`src/rtl/issue_queue.sv`:
```
// Dual-in / dual-out circular instruction buffer between decode and launch select.
// Entries leave strictly in arrival order. A flush empties the queue in one cycle.
module issue_queue #(
    parameter int DEPTH = 8,
    parameter int PC_W  = 32,
    parameter int DC_W  = 67
) (
    input  logic                     clk,
    input  logic                     rst,
    input  logic                     flush,
    input  logic                     in1_valid,
    input  logic [PC_W-1:0]          in1_pc,
    input  logic [PC_W-1:0]          in1_npc,
    input  logic [DC_W-1:0]          in1_decodeout,
    input  logic                     in2_valid,
    input  logic [PC_W-1:0]          in2_pc,
    input  logic [PC_W-1:0]          in2_npc,
    input  logic [DC_W-1:0]          in2_decodeout,
    output logic                     in_ready,
    input  logic [3:0]               launch_flag,
    output logic                     out1_valid,
    output logic [PC_W-1:0]          out1_pc,
    output logic [PC_W-1:0]          out1_npc,
    output logic [DC_W-1:0]          out1_decodeout,
    output logic                     out2_valid,
    output logic [PC_W-1:0]          out2_pc,
    output logic [PC_W-1:0]          out2_npc,
    output logic [DC_W-1:0]          out2_decodeout,
    output logic [$clog2(DEPTH):0]   count
);

    localparam int PTR_W = $clog2(DEPTH);
    localparam int CNT_W = PTR_W + 1;

    typedef struct packed {
        logic [PC_W-1:0] pc;
        logic [PC_W-1:0] npc;
        logic [DC_W-1:0] dc;
    } entry_t;

    entry_t             mem_q [DEPTH];
    logic [PTR_W-1:0]   head_q, head_d, tail_q, tail_d;
    logic [CNT_W-1:0]   count_q, count_d;

    logic [PTR_W-1:0]   head_p1, tail_p1;
    logic [1:0]         push_n, pop_n;
    logic               iss1, iss2;
    entry_t             slot1, slot2;

    assign head_p1 = head_q + PTR_W'(1);
    assign tail_p1 = tail_q + PTR_W'(1);

    // Readiness looks only at the registered count; a same-cycle pop never helps.
    assign in_ready   = (count_q <= CNT_W'(DEPTH - 2));
    assign out1_valid = (count_q >= CNT_W'(1));
    assign out2_valid = (count_q >= CNT_W'(2));

    assign iss1 = (launch_flag[3] | launch_flag[2]) & out1_valid;
    assign iss2 = (launch_flag[1] | launch_flag[0]) & out2_valid;

    always_comb begin
        // NOTE: every always_comb output gets a default first so no path can infer a latch.
        push_n  = 2'd0;
        pop_n   = 2'd0;
        head_d  = head_q;
        tail_d  = tail_q;
        count_d = count_q;

        if (in_ready && in1_valid) begin
            push_n = in2_valid ? 2'd2 : 2'd1;
        end
        if (iss1) begin
            pop_n = iss2 ? 2'd2 : 2'd1;
        end

        if (flush) begin
            head_d  = '0;
            tail_d  = '0;
            count_d = '0;
        end else begin
            head_d  = head_q + PTR_W'(pop_n);
            tail_d  = tail_q + PTR_W'(push_n);
            count_d = count_q + CNT_W'(push_n) - CNT_W'(pop_n);
        end
    end

    always_ff @(posedge clk or posedge rst) begin
        // NOTE: sequential state uses non-blocking assignments so all registers update together.
        if (rst) begin
            head_q  <= '0;
            tail_q  <= '0;
            count_q <= '0;
        end else begin
            head_q  <= head_d;
            tail_q  <= tail_d;
            count_q <= count_d;
        end
    end

    // NOTE: the entry array has no reset; stale contents are hidden by the valid gating below.
    always_ff @(posedge clk) begin
        if (!flush && push_n != 2'd0) begin
            mem_q[tail_q] <= '{pc: in1_pc, npc: in1_npc, dc: in1_decodeout};
            if (push_n == 2'd2) begin
                mem_q[tail_p1] <= '{pc: in2_pc, npc: in2_npc, dc: in2_decodeout};
            end
        end
    end

    assign slot1 = out1_valid ? mem_q[head_q]  : '0;
    assign slot2 = out2_valid ? mem_q[head_p1] : '0;

    assign out1_pc        = slot1.pc;
    assign out1_npc       = slot1.npc;
    assign out1_decodeout = slot1.dc;
    assign out2_pc        = slot2.pc;
    assign out2_npc       = slot2.npc;
    assign out2_decodeout = slot2.dc;
    assign count          = count_q;

endmodule

```
`config.mk`:
```
export PLATFORM = sky130hd
export DESIGN_NAME = issue_queue
export DESIGN_NICKNAME = d
export VERILOG_FILES = /design/src/rtl/issue_queue.sv
export SDC_FILE = /design/constraint.sdc
export NUM_CORES = 2
export LEC_CHECK = 0
export CORE_MARGIN = 2
export CORE_UTILIZATION = 61
export CTS_CLUSTER_DIAMETER = 200
export DETAILED_ROUTE_END_ITERATION = 16
export PLACE_DENSITY_LB_ADDON = 0.3
export SYNTH_ARGS = -nofsm -noshare
export SYNTH_HDL_FRONTEND = slang
export SYNTH_SLANG_ARGS = --single-unit
```
`constraint.sdc`:
```
create_clock -name clk -period 11.3 [get_ports clk]
set_input_delay 2.26 -clock clk [delete_from_list [all_inputs] [get_ports clk]]
set_output_delay 2.26 -clock clk [all_outputs]
set_load 0.03 [all_outputs]
```
==> ci_impl_report.md <==
## Synthesis and layout report

| Metric | Value |
|---|---|
| Status | `finished, final reports clean` |
| CTS buffer count | `114` |
| First-pass GRT wire length | `266 mm` |
| Setup_tns | `0 ps` |
| Post-DP HPWL | `104 mm` |
| Layout Skew | `21.2 ps` |
| DRT antenna net count | `0` |
| Vias in the first global route | `40000` |
| Grt ovf | `0` |
| Cells in synth_stat.txt | `3295` |
| Post_cts resized | `0` |
| Worst-path cell chain | `buf_4 > buf_4 > buf_4 > mux4_2 > a22o_1 > clkdlybuf4s50_1` |
| Synth top area cells | `edfxtp_1, mux4_2, mux2_1, mux2_2, a22o_1` |
| Synthesis-to-finish area growth | `16.6%` |
| Total GRT Usage | `0.356` |
| Core Rows | `114` |
| Synthesized registers | `1058` |
| DRC | `0` |
| Fin. Hold Viols | `0` |
| Mapped Area | `60000 sq um` |
| Pin count of the biggest net entering global routing | `124` |
| Cts hold-fix bufs | `0` |
| DR vias | `37600` |
| Power density over the cells | `257 nW/um^2` |
| Netlist cell types | `35` |
| Wire per inst | `35.2 um` |
| Layout cells sized above 1 | `0.323` |
| CTS tree | `done` |
| Crit path max-delay cell type | `dfrtp_4` |
| Maximum clock insertion buffer count | `3` |
| Synth Seq Share | `0.529` |
| Critical path launch point | `head_q[0]$_DFF_PP0_` |
| Area share, top type | `0.525` |
| Syn Inst Count | `3295` |
| Post-Syn Nets | `3581` |
| Tcrit/Tclk final | `0.737` |
| Slew Limit Headroom | `0.150` |
| CTS root buf | `clkbuf_16` |
| Synth Warn # | `0` |
| Worst reg2reg endpoint | `mem_q[5][37]$_DFFE_PP_` |
| Port bufs | `539` |
| Crit end category | `output pin` |
| Setup violators final | `0` |
| Drt via density | `7.35` |
| FF-to-FF setup slack | `6900 ps` |
power by group:
part	switching, mW	total [mW]	internal (mW)
logic	5.31	9.44	4.13
clock network	1.58	3.81	2.24
registers	0.174	4.71	4.54
total	7.06	18.0	10.9
routing by layer:
metal,share of wire,vias up,global-route usage
li1,-,15000,-
met1,0.36,19700,0.462
met2,0.49,2480,0.571
met3,0.11,455,0.0904
met4,0.042,42,0.165
met5,0.0015,-,0
flip-flops by register name (all words and copies together) (netlist names):
| register | count |
|---|---|
| count | 4 |
| tail_q | 3 |
| head_q | 3 |
| mem_q | 1048 |
worst max-delay path: cells and delay by family (launching register included):
family | cells | cell delay, ps
AOI/OAI and AO/OA | 1 | 290
buffers and inverters | 4 | 3250
DFF | 1 | 1080
muxes | 1 | 590
layout make-up:
cell class,count,share of cell area
Tap cell,1276,0.0228
Multi-Input combinational cell,1926,0.382
Timing Repair Buffer,605,0.0852
Sequential cell,1058,0.454
Inverter,14,0.000752
Antenna cell,38,0.00136
Clock inverter,66,0.0102
Clock buffer,140,0.0435
stage by stage:
stage               worst slack [ps]  cells  cell area [sq um]  hold slack [ps]
floorplan                       2440   3295              60000              557
global placement                3830   4879              66100              688
detailed placement              3620   4879              66100              703
CTS                             2860   5085              69800              723
global route                    2580   5113              69900              795
finish                          2970   5123              69900              729
worst min path at each step:
stage,cells after the start,to,start
2_1_floorplan,2,head_q[2]$_DFF_PP0_,head_q[2]$_DFF_PP0_
3_3_place_gp,2,head_q[2]$_DFF_PP0_,head_q[2]$_DFF_PP0_
3_5_place_dp,2,count[0]$_DFF_PP0_,count[0]$_DFF_PP0_
4_1_cts,2,head_q[2]$_DFF_PP0_,head_q[2]$_DFF_PP0_
5_1_grt,2,head_q[2]$_DFF_PP0_,head_q[2]$_DFF_PP0_
6_report,2,head_q[2]$_DFF_PP0_,head_q[2]$_DFF_PP0_
cells by family after synthesis:
family | after synthesis | synth area share
mux | 1572 | 0.394
flops | 1058 | 0.529
buf+inv | 311 | 0.0278
compound gates | 278 | 0.0401
simple gates | 54 | 0.00467
fa+ha+maj | 15 | 0.00363
xor+xnor | 7 | 0.00102
synth_stat cells, drive strengths merged:
| master | instances |
|---|---|
| dfrtp | 10 |
| and2 | 2 |
| and3 | 8 |
| a2bb2oi | 1 |
| o41a | 1 |
| a21boi | 2 |
| edfxtp | 1048 |
| buf | 183 |
| mux4 | 524 |
| clkbuf | 114 |
| a22o | 262 |
| o21ai | 2 |
| xor2 | 3 |
| nand3 | 2 |
| nor4b | 1 |
| mux2 | 1048 |
| nor3 | 1 |
| a22oi | 3 |
| inv | 14 |
| a21oi | 4 |
| nand2 | 6 |
| nor2 | 24 |
| nor2b | 5 |
| a21o | 1 |
| nor3b | 3 |
| fa | 4 |
| nand2b | 2 |
| xnor2 | 4 |
| ha | 11 |
| a32oi | 2 |
placed cells by master (no fill, tap or decap), drive strengths merged, types with 24 or more instances in the layout:
cell / count
mux4: 524
clkdlybuf4s50: 539
edfxtp: 1048
clkinv: 46
buf: 66
nor2: 24
a22o: 262
diode: 38
clkbuf: 140
mux2: 1048
Wires at chosen ports, followed through buffers:
(1 px per um)
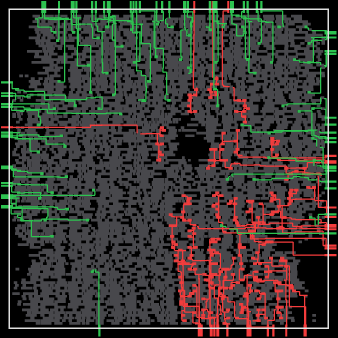
- in1_npc: red (bits 32; direction input; end cells 256; buffers 32; wire 4180 um)
- out1_decodeout: green (bits 67; direction output; end cells 67; buffers 67; wire 4290 um)

Local utilization:
(1 px per um) 32 x 32 tiles, from dark blue (low) to red (high), 0 to 100% covered.
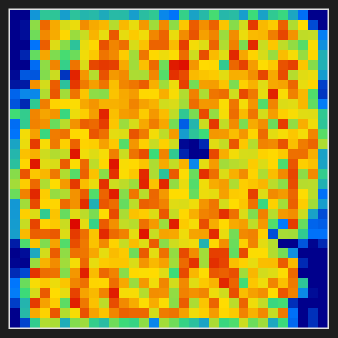
- mean over tiles: 68%
- tiles over 75% full: 50%
- nearly empty tiles: 4.2%
- fullest tile: 99%

Power figures rest on the tool's default switching activity, not on a simulated workload.
